<file path="src/rtl/fetch_ctrl_if.sv">
// rtl/fetch_ctrl_if.sv - imem request/response and decode buffer handshake bundle
interface fetch_ctrl_if;
    logic        inst_req;
    logic [31:0] inst_addr;
    logic        inst_addr_ok;
    logic        inst_data_ok;
    logic [31:0] inst_rdata;
    logic        instr_valid;
    logic [31:0] instr;
    logic [31:0] instr_pc;
    logic        instr_adel;
    logic        dec_ready;

    modport master (
        output inst_req, inst_addr, instr_valid, instr, instr_pc, instr_adel,
        input  inst_addr_ok, inst_data_ok, inst_rdata, dec_ready
    );

    modport slave (
        input  inst_req, inst_addr, instr_valid, instr, instr_pc, instr_adel,
        output inst_addr_ok, inst_data_ok, inst_rdata, dec_ready
    );
endinterface

</file>
<file path="src/rtl/fetch_ctrl.sv">
// rtl/fetch_ctrl.sv - MIPS IF stage: fetch PC, single-outstanding imem handshake, one-entry decode buffer
module fetch_ctrl #(
    parameter logic [31:0] RESET_PC = 32'hbfc0_0000
) (
    input  logic          clk,
    input  logic          reset,
    input  logic [3:0]    pcsel,
    input  logic [31:0]   pcexception,
    input  logic [31:0]   pcbranch,
    input  logic [31:0]   pcjr,
    input  logic [31:0]   pcjump,
    fetch_ctrl_if.master  bus
);
    localparam logic [0:0] S_REQ  = 1'b0;
    localparam logic [0:0] S_WAIT = 1'b1;

    logic [0:0]  state_q, state_d;
    logic [31:0] pc_q, pc_d;
    logic        pending_q, pending_d;
    logic [31:0] pending_pc_q, pending_pc_d;
    logic        discard_q, discard_d;
    logic [31:0] req_pc_q, req_pc_d;
    logic        instr_valid_q, instr_valid_d;
    logic [31:0] instr_q, instr_d;
    logic [31:0] instr_pc_q, instr_pc_d;
    logic        instr_adel_q, instr_adel_d;

    logic        redirect, exc, buf_free, can_fetch, issue, adel_load, addr_hs, data_hs;
    logic [31:0] target;

    assign redirect  = |pcsel;
    assign exc       = pcsel[3];
    assign buf_free  = !instr_valid_q || bus.dec_ready;
    assign can_fetch = !reset && state_q == S_REQ && !redirect && buf_free;
    assign issue     = can_fetch && pc_q[1:0] == 2'b00;
    assign adel_load = can_fetch && pc_q[1:0] != 2'b00;
    assign addr_hs   = issue && bus.inst_addr_ok;
    assign data_hs   = state_q == S_WAIT && bus.inst_data_ok;

    always_comb begin
        target = pcjump;
        if (pcsel[3])      target = pcexception;
        else if (pcsel[2]) target = pcbranch;
        else if (pcsel[1]) target = pcjr;
    end

    always_comb begin
        state_d       = state_q;
        pc_d          = pc_q;
        pending_d     = pending_q;
        pending_pc_d  = pending_pc_q;
        discard_d     = discard_q;
        req_pc_d      = req_pc_q;
        instr_valid_d = instr_valid_q;
        instr_d       = instr_q;
        instr_pc_d    = instr_pc_q;
        instr_adel_d  = instr_adel_q;

        if (addr_hs) begin
            state_d   = S_WAIT;
            req_pc_d  = pc_q;
            pc_d      = pending_q ? pending_pc_q : pc_q + 32'd4;
            pending_d = 1'b0;
        end

        if (data_hs) begin
            state_d   = S_REQ;
            discard_d = 1'b0;
        end

        if (instr_valid_q && bus.dec_ready)
            instr_valid_d = 1'b0;

        if (data_hs && !discard_q && !exc) begin
            instr_valid_d = 1'b1;
            instr_d       = bus.inst_rdata;
            instr_pc_d    = req_pc_q;
            instr_adel_d  = 1'b0;
        end

        // A misaligned PC is reported through the buffer and parks until redirected.
        if (adel_load) begin
            instr_valid_d = 1'b1;
            instr_d       = 32'd0;
            instr_pc_d    = pc_q;
            instr_adel_d  = 1'b1;
        end

        if (redirect) begin
            if (exc) begin
                pc_d          = pcexception;
                pending_d     = 1'b0;
                instr_valid_d = 1'b0;
                if (state_q == S_WAIT && !bus.inst_data_ok)
                    discard_d = 1'b1;
            end else if (instr_valid_q || state_q == S_WAIT) begin
                pc_d = target;
            end else begin
                // Delay slot not yet requested: fetch it first, then jump.
                pending_d    = 1'b1;
                pending_pc_d = target;
            end
        end
    end

    always_ff @(posedge clk) begin
        if (reset) begin
            state_q       <= S_REQ;
            pc_q          <= RESET_PC;
            pending_q     <= 1'b0;
            pending_pc_q  <= 32'd0;
            discard_q     <= 1'b0;
            req_pc_q      <= 32'd0;
            instr_valid_q <= 1'b0;
            instr_q       <= 32'd0;
            instr_pc_q    <= 32'd0;
            instr_adel_q  <= 1'b0;
        end else begin
            state_q       <= state_d;
            pc_q          <= pc_d;
            pending_q     <= pending_d;
            pending_pc_q  <= pending_pc_d;
            discard_q     <= discard_d;
            req_pc_q      <= req_pc_d;
            instr_valid_q <= instr_valid_d;
            instr_q       <= instr_d;
            instr_pc_q    <= instr_pc_d;
            instr_adel_q  <= instr_adel_d;
        end
    end

    assign bus.inst_req    = issue;
    assign bus.inst_addr   = pc_q;
    assign bus.instr_valid = instr_valid_q;
    assign bus.instr       = instr_q;
    assign bus.instr_pc    = instr_pc_q;
    assign bus.instr_adel  = instr_adel_q;
endmodule

</file>
<file path="src/flat_wrapper.sv">
// flat-port wrapper written by rule: the top's interface ports become plain ports
module fetch_ctrl_flat 
#(
    parameter logic [31:0] RESET_PC = 32'hbfc0_0000
)
  (clk, reset, pcsel, pcexception, pcbranch, pcjr, pcjump, bus_inst_req, bus_inst_addr, bus_instr_valid, bus_instr, bus_instr_pc, bus_instr_adel, bus_inst_addr_ok, bus_inst_data_ok, bus_inst_rdata, bus_dec_ready);
  fetch_ctrl_if bus_i ();
  input  logic clk;
  input  logic reset;
  input  logic [3:0] pcsel;
  input  logic [31:0] pcexception;
  input  logic [31:0] pcbranch;
  input  logic [31:0] pcjr;
  input  logic [31:0] pcjump;
  output wire logic [$bits(bus_i.inst_req)-1:0] bus_inst_req;
  output wire logic [$bits(bus_i.inst_addr)-1:0] bus_inst_addr;
  output wire logic [$bits(bus_i.instr_valid)-1:0] bus_instr_valid;
  output wire logic [$bits(bus_i.instr)-1:0] bus_instr;
  output wire logic [$bits(bus_i.instr_pc)-1:0] bus_instr_pc;
  output wire logic [$bits(bus_i.instr_adel)-1:0] bus_instr_adel;
  input wire logic [$bits(bus_i.inst_addr_ok)-1:0] bus_inst_addr_ok;
  input wire logic [$bits(bus_i.inst_data_ok)-1:0] bus_inst_data_ok;
  input wire logic [$bits(bus_i.inst_rdata)-1:0] bus_inst_rdata;
  input wire logic [$bits(bus_i.dec_ready)-1:0] bus_dec_ready;
  assign bus_inst_req = bus_i.inst_req;
  assign bus_inst_addr = bus_i.inst_addr;
  assign bus_instr_valid = bus_i.instr_valid;
  assign bus_instr = bus_i.instr;
  assign bus_instr_pc = bus_i.instr_pc;
  assign bus_instr_adel = bus_i.instr_adel;
  assign bus_i.inst_addr_ok = bus_inst_addr_ok;
  assign bus_i.inst_data_ok = bus_inst_data_ok;
  assign bus_i.inst_rdata = bus_inst_rdata;
  assign bus_i.dec_ready = bus_dec_ready;
  fetch_ctrl #(.RESET_PC(RESET_PC)) u_core (.clk(clk), .reset(reset), .pcsel(pcsel), .pcexception(pcexception), .pcbranch(pcbranch), .pcjr(pcjr), .pcjump(pcjump), .bus(bus_i));
endmodule
</file>
<file path="config.mk">
export PLATFORM = sky130hd
export DESIGN_NAME = fetch_ctrl_flat
export DESIGN_NICKNAME = d
export VERILOG_FILES = /design/src/rtl/fetch_ctrl_if.sv /design/src/rtl/fetch_ctrl.sv /design/src/flat_wrapper.sv
export SDC_FILE = /design/constraint.sdc
export NUM_CORES = 1
export LEC_CHECK = 0
export CAP_MARGIN = 10
export CORE_MARGIN = 2
export CORE_UTILIZATION = 40
export DETAILED_ROUTE_END_ITERATION = 10
export PLACE_DENSITY = 0.72
export SYNTH_ARGS = -nofsm -noshare
export SYNTH_HDL_FRONTEND = slang
export SYNTH_SLANG_ARGS = --single-unit
</file>
<file path="constraint.sdc">
create_clock -name clk -period 2.7 [get_ports clk]
set_input_delay 0.54 -clock clk [delete_from_list [all_inputs] [get_ports clk]]
set_output_delay 0.54 -clock clk [all_outputs]
set_load 0.02 [all_outputs]
</file>
==> run_1/util_map.png <==
The bar under the picture is 50 µm long. The die is cut into 15 by 15 equal tiles; dark blue is low, red is high, 0 to 100% covered.
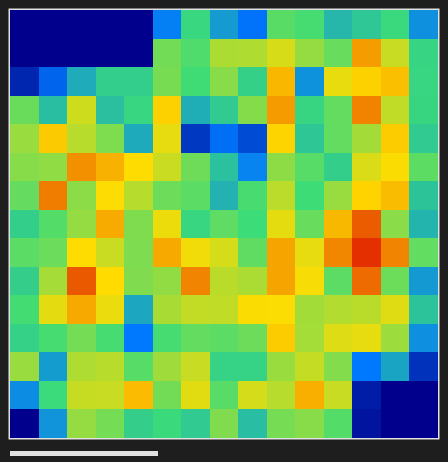
mean over tiles: 54%
nearly empty tiles: 6.7%
fullest tile: 95%
emptiest ninth of the die: north-west
tiles over 75% full: 14%
Core Area: 0.0195 mm²
Starting Density: 40.9%
final core utilization: 60.0%

==> run_1/congestion_map.png <==
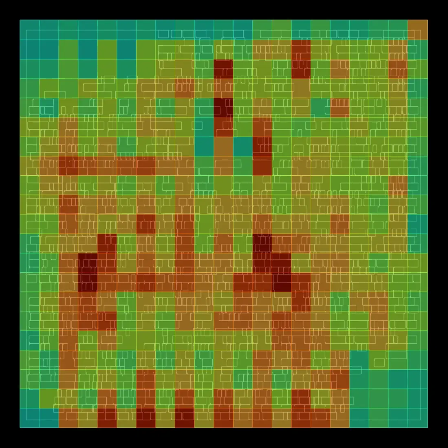
met1 Resource Use GR: 30.1%
met2 Use GR: 42.0%
drt wl/cell: 16.2 µm

==> run_1/sizing.png <==
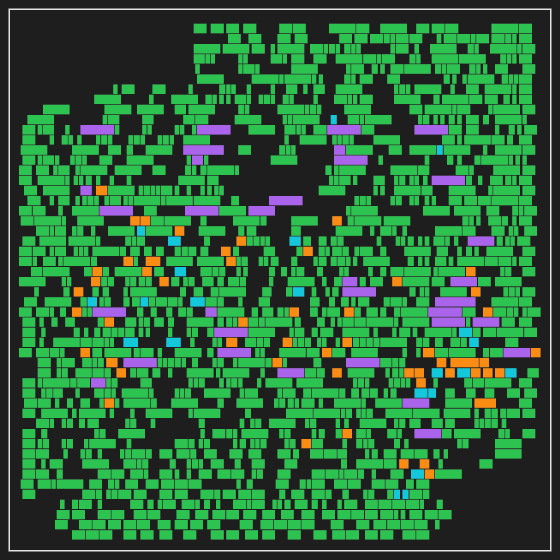
legend:
  x6 and larger:
    color: purple
    cells: 33
    share: 2.4%
  x2:
    color: cyan
    cells: 22
    share: 1.6%
  x3 and x4:
    color: orange
    cells: 53
    share: 3.9%
  x1 and smaller:
    color: green
    cells: 1239
    share: 92%
Syn-to-layout area delta: 46.8%
final setup margin: 0.137 ns
Signal buffers: 319
Final Cell Area: 0.0117 mm²

==> run_1/class_map.png <==
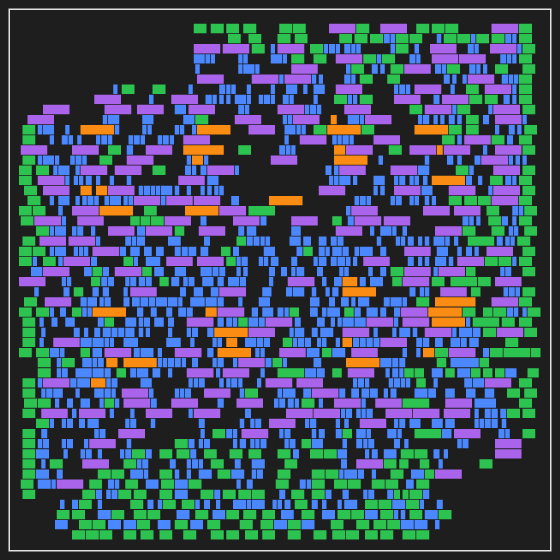
legend:
  sequential cells:
    color: purple
    cells: 165
    share_of_their_area: 29%
  clock drivers and dummy loads:
    color: orange
    cells: 32
    share_of_their_area: 5.2%
  remaining logic cells:
    color: blue
    cells: 831
    share_of_their_area: 38%
  remaining buffers and delay cells:
    color: green
    cells: 319
    share_of_their_area: 28%
Seq area share: 28.3%
FP Rows: 51

==> qor.txt, run 1 <==
GRT Total Usage: 24.3%
Tapcells: 265
Worst setup path end: bus_inst_req
Vias in the first global route: 8198
Register area share after synthesis: 41.5%
HPWL after DPL: 18700 µm
Synth warn: 0
Yosys cell count: 1086
Power Total: 5900 µW
M1 WL: 10800 µm
Total die size: 0.0210 mm²
Switching Fraction: 26.4%
Initial antenna violation count: 0
Clk root buf: clkbuf_16
Net load switching power: 1560 µW
First-pass GRT wire length: 41900 µm
FMAX: 390 MHz
Count leader, synth: nand2_1
Status: completed
FILL cells: 1802
Post-CTS Setup Bufs: 0
Detail Route Antenna Nets: 0
Crit-path cells: clkdlybuf4s50_1, nor3_1, and3_1, nor3b_1, dlygate4sd2_1
Port Buf Inserts: 267
Inverters: 5
Antenna Cells: 0
Combinational Power Share: 14.4%
Slowest cell on crit path: clkdlybuf4s50_1
Busiest grt layer: met2
Post-Synth AOI/OAI Area: 22.8%
Number of synthesized flops with an enable pin: 0
Setup violators final: 0
Buf/Inv on CP: 2
Sequential power: 2590 µW
Slew Limit Fails: 0
Top class by area: combinational gates
Clk power: 2460 µW
Via count: 8634
Comb pwr: 851 µW
Worst slack, placed: -0.131 ns
Hold depth: 2
Hold slack: 0.453 ns
I/O Pins: 268
Top cells by area: dfxtp_1 42%, a21oi_1 11%, nand2_1 10%, nor2_1 8.9%, mux2i_1 5.0%
Mapped Area: 0.00796 mm²
Max-slew headroom: 58.8%
Share of layout cells above drive strength 1: 8.02%
Total gr overflow: 0
Synth Area in XOR/XNOR: 0.110%
Sequential share of power: 43.9%
Nets: 1504
Clock-pin slew on the worst setup and hold paths: 0.07 ns
#MultiIn Comb: 826
Cells after synthesis: 1086
Largest net degree at the start of global routing: 138
Simple-Gate Fraction of Synth Area: 25.0%
Die height: 145 µm
Crit path launch: pcsel[3]
DR vias/cell: 5.36
Hold Path Sink: u_core.bus.instr[27]
Mean post-synth cell area: 7.33 µm²
Reg-to-reg startpoint: u_core.bus.inst_addr[12]
Comb area: 0.00428 mm²
Num CTS Buffers: 17
==> run_1/route_heat.png <==
The bar under the picture is 50 µm long. The die is cut into 29 by 29 equal tiles; dark blue is low, red is high, scaled to the fullest tile. Values are wire area over tile area, all layers added.
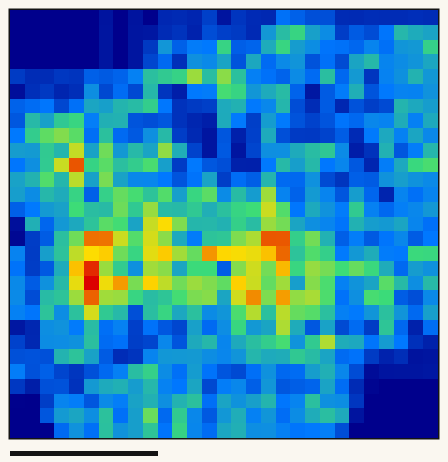

==> run 2: changes to the inputs <==
- SETUP_SLACK_MARGIN: not set -> 0.15
==> run_2/route_heat.png <==
The bar under the picture is 50 µm long. The die is cut into 29 by 29 equal tiles; dark blue is low, red is high, scaled to the fullest tile. Values are wire area over tile area, all layers added.
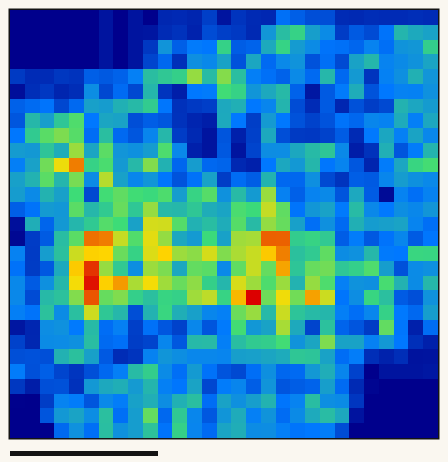
fullest tile: 0.66
mean over tiles: 0.20
nearly empty tiles: 7.0%
emptiest ninth of the die: north-west
tiles over half the peak: 14%

==> run_2/util_map.png <==
The bar under the picture is 50 µm long. The die is cut into 15 by 15 equal tiles; dark blue is low, red is high, 0 to 100% covered.
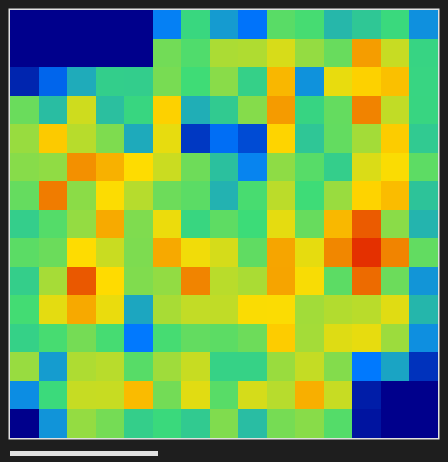
fullest tile: 95%
tiles over 75% full: 14%
mean over tiles: 54%
emptiest ninth of the die: north-west
nearly empty tiles: 6.7%
final core utilization: 60.0%

==> run 2 against run 1 <==
- clock power about the same
- cell count is the same
- sequential power about the same
- synthesized cell count is the same
- final area barely moved
- highest routed layer unchanged
- first-iteration DRC count unchanged
- sequential share of layout area about the same
- die area did not move
- setup slack better by 0.14 ns
- via count increased by 0.20%
- critical path type unchanged
- clock skew fell by 0.0029 ns
- largest cell class unchanged
- maximum frequency rose by 5.8%
==> qor.txt, run 2 <==
Status: completed
Clk power: 2460 µW
FMAX: 413 MHz
Slew Limit Fails: 0
Clk root buf: clkbuf_16
Hold Path Sink: u_core.bus.instr[27]
FP Rows: 51
Worst slack, placed: -0.131 ns
Final setup margin: 0.278 ns
Die height: 145 µm
Max-slew headroom: 58.6%
Via count: 8651
Mapped Area: 0.00796 mm²
Switching Fraction: 26.4%
Hold depth: 2
Sequential power: 2590 µW
Crit-path cells: clkdlybuf4s50_1, nor3_1, and3_1, nor3b_1, clkbuf_2
Post-Synth AOI/OAI Area: 22.8%
GRT Total Usage: 24.3%
Sequential share of power: 43.9%
Reg-to-reg startpoint: u_core.bus.inst_addr[12]
Vias in the first global route: 8198
Comb pwr: 851 µW
Port Buf Inserts: 267
Met1 Resource Use GR: 30.1%
M1 WL: 10800 µm
Detail Route Antenna Nets: 0
Power Total: 5890 µW
Combinational Power Share: 14.4%
#MultiIn Comb: 826
Synth warn: 0
Hold slack: 0.453 ns
Clock-pin slew on the worst setup and hold paths: 0.07 ns
Inverters: 5
Seq area share: 28.3%
Largest net degree at the start of global routing: 138
Nets: 1504
Final Cell Area: 0.0117 mm²
Total die size: 0.0210 mm²
First-pass GRT wire length: 41900 µm
I/O Pins: 268
Mean post-synth cell area: 7.33 µm²
Power is estimated from default activity; no workload was simulated.
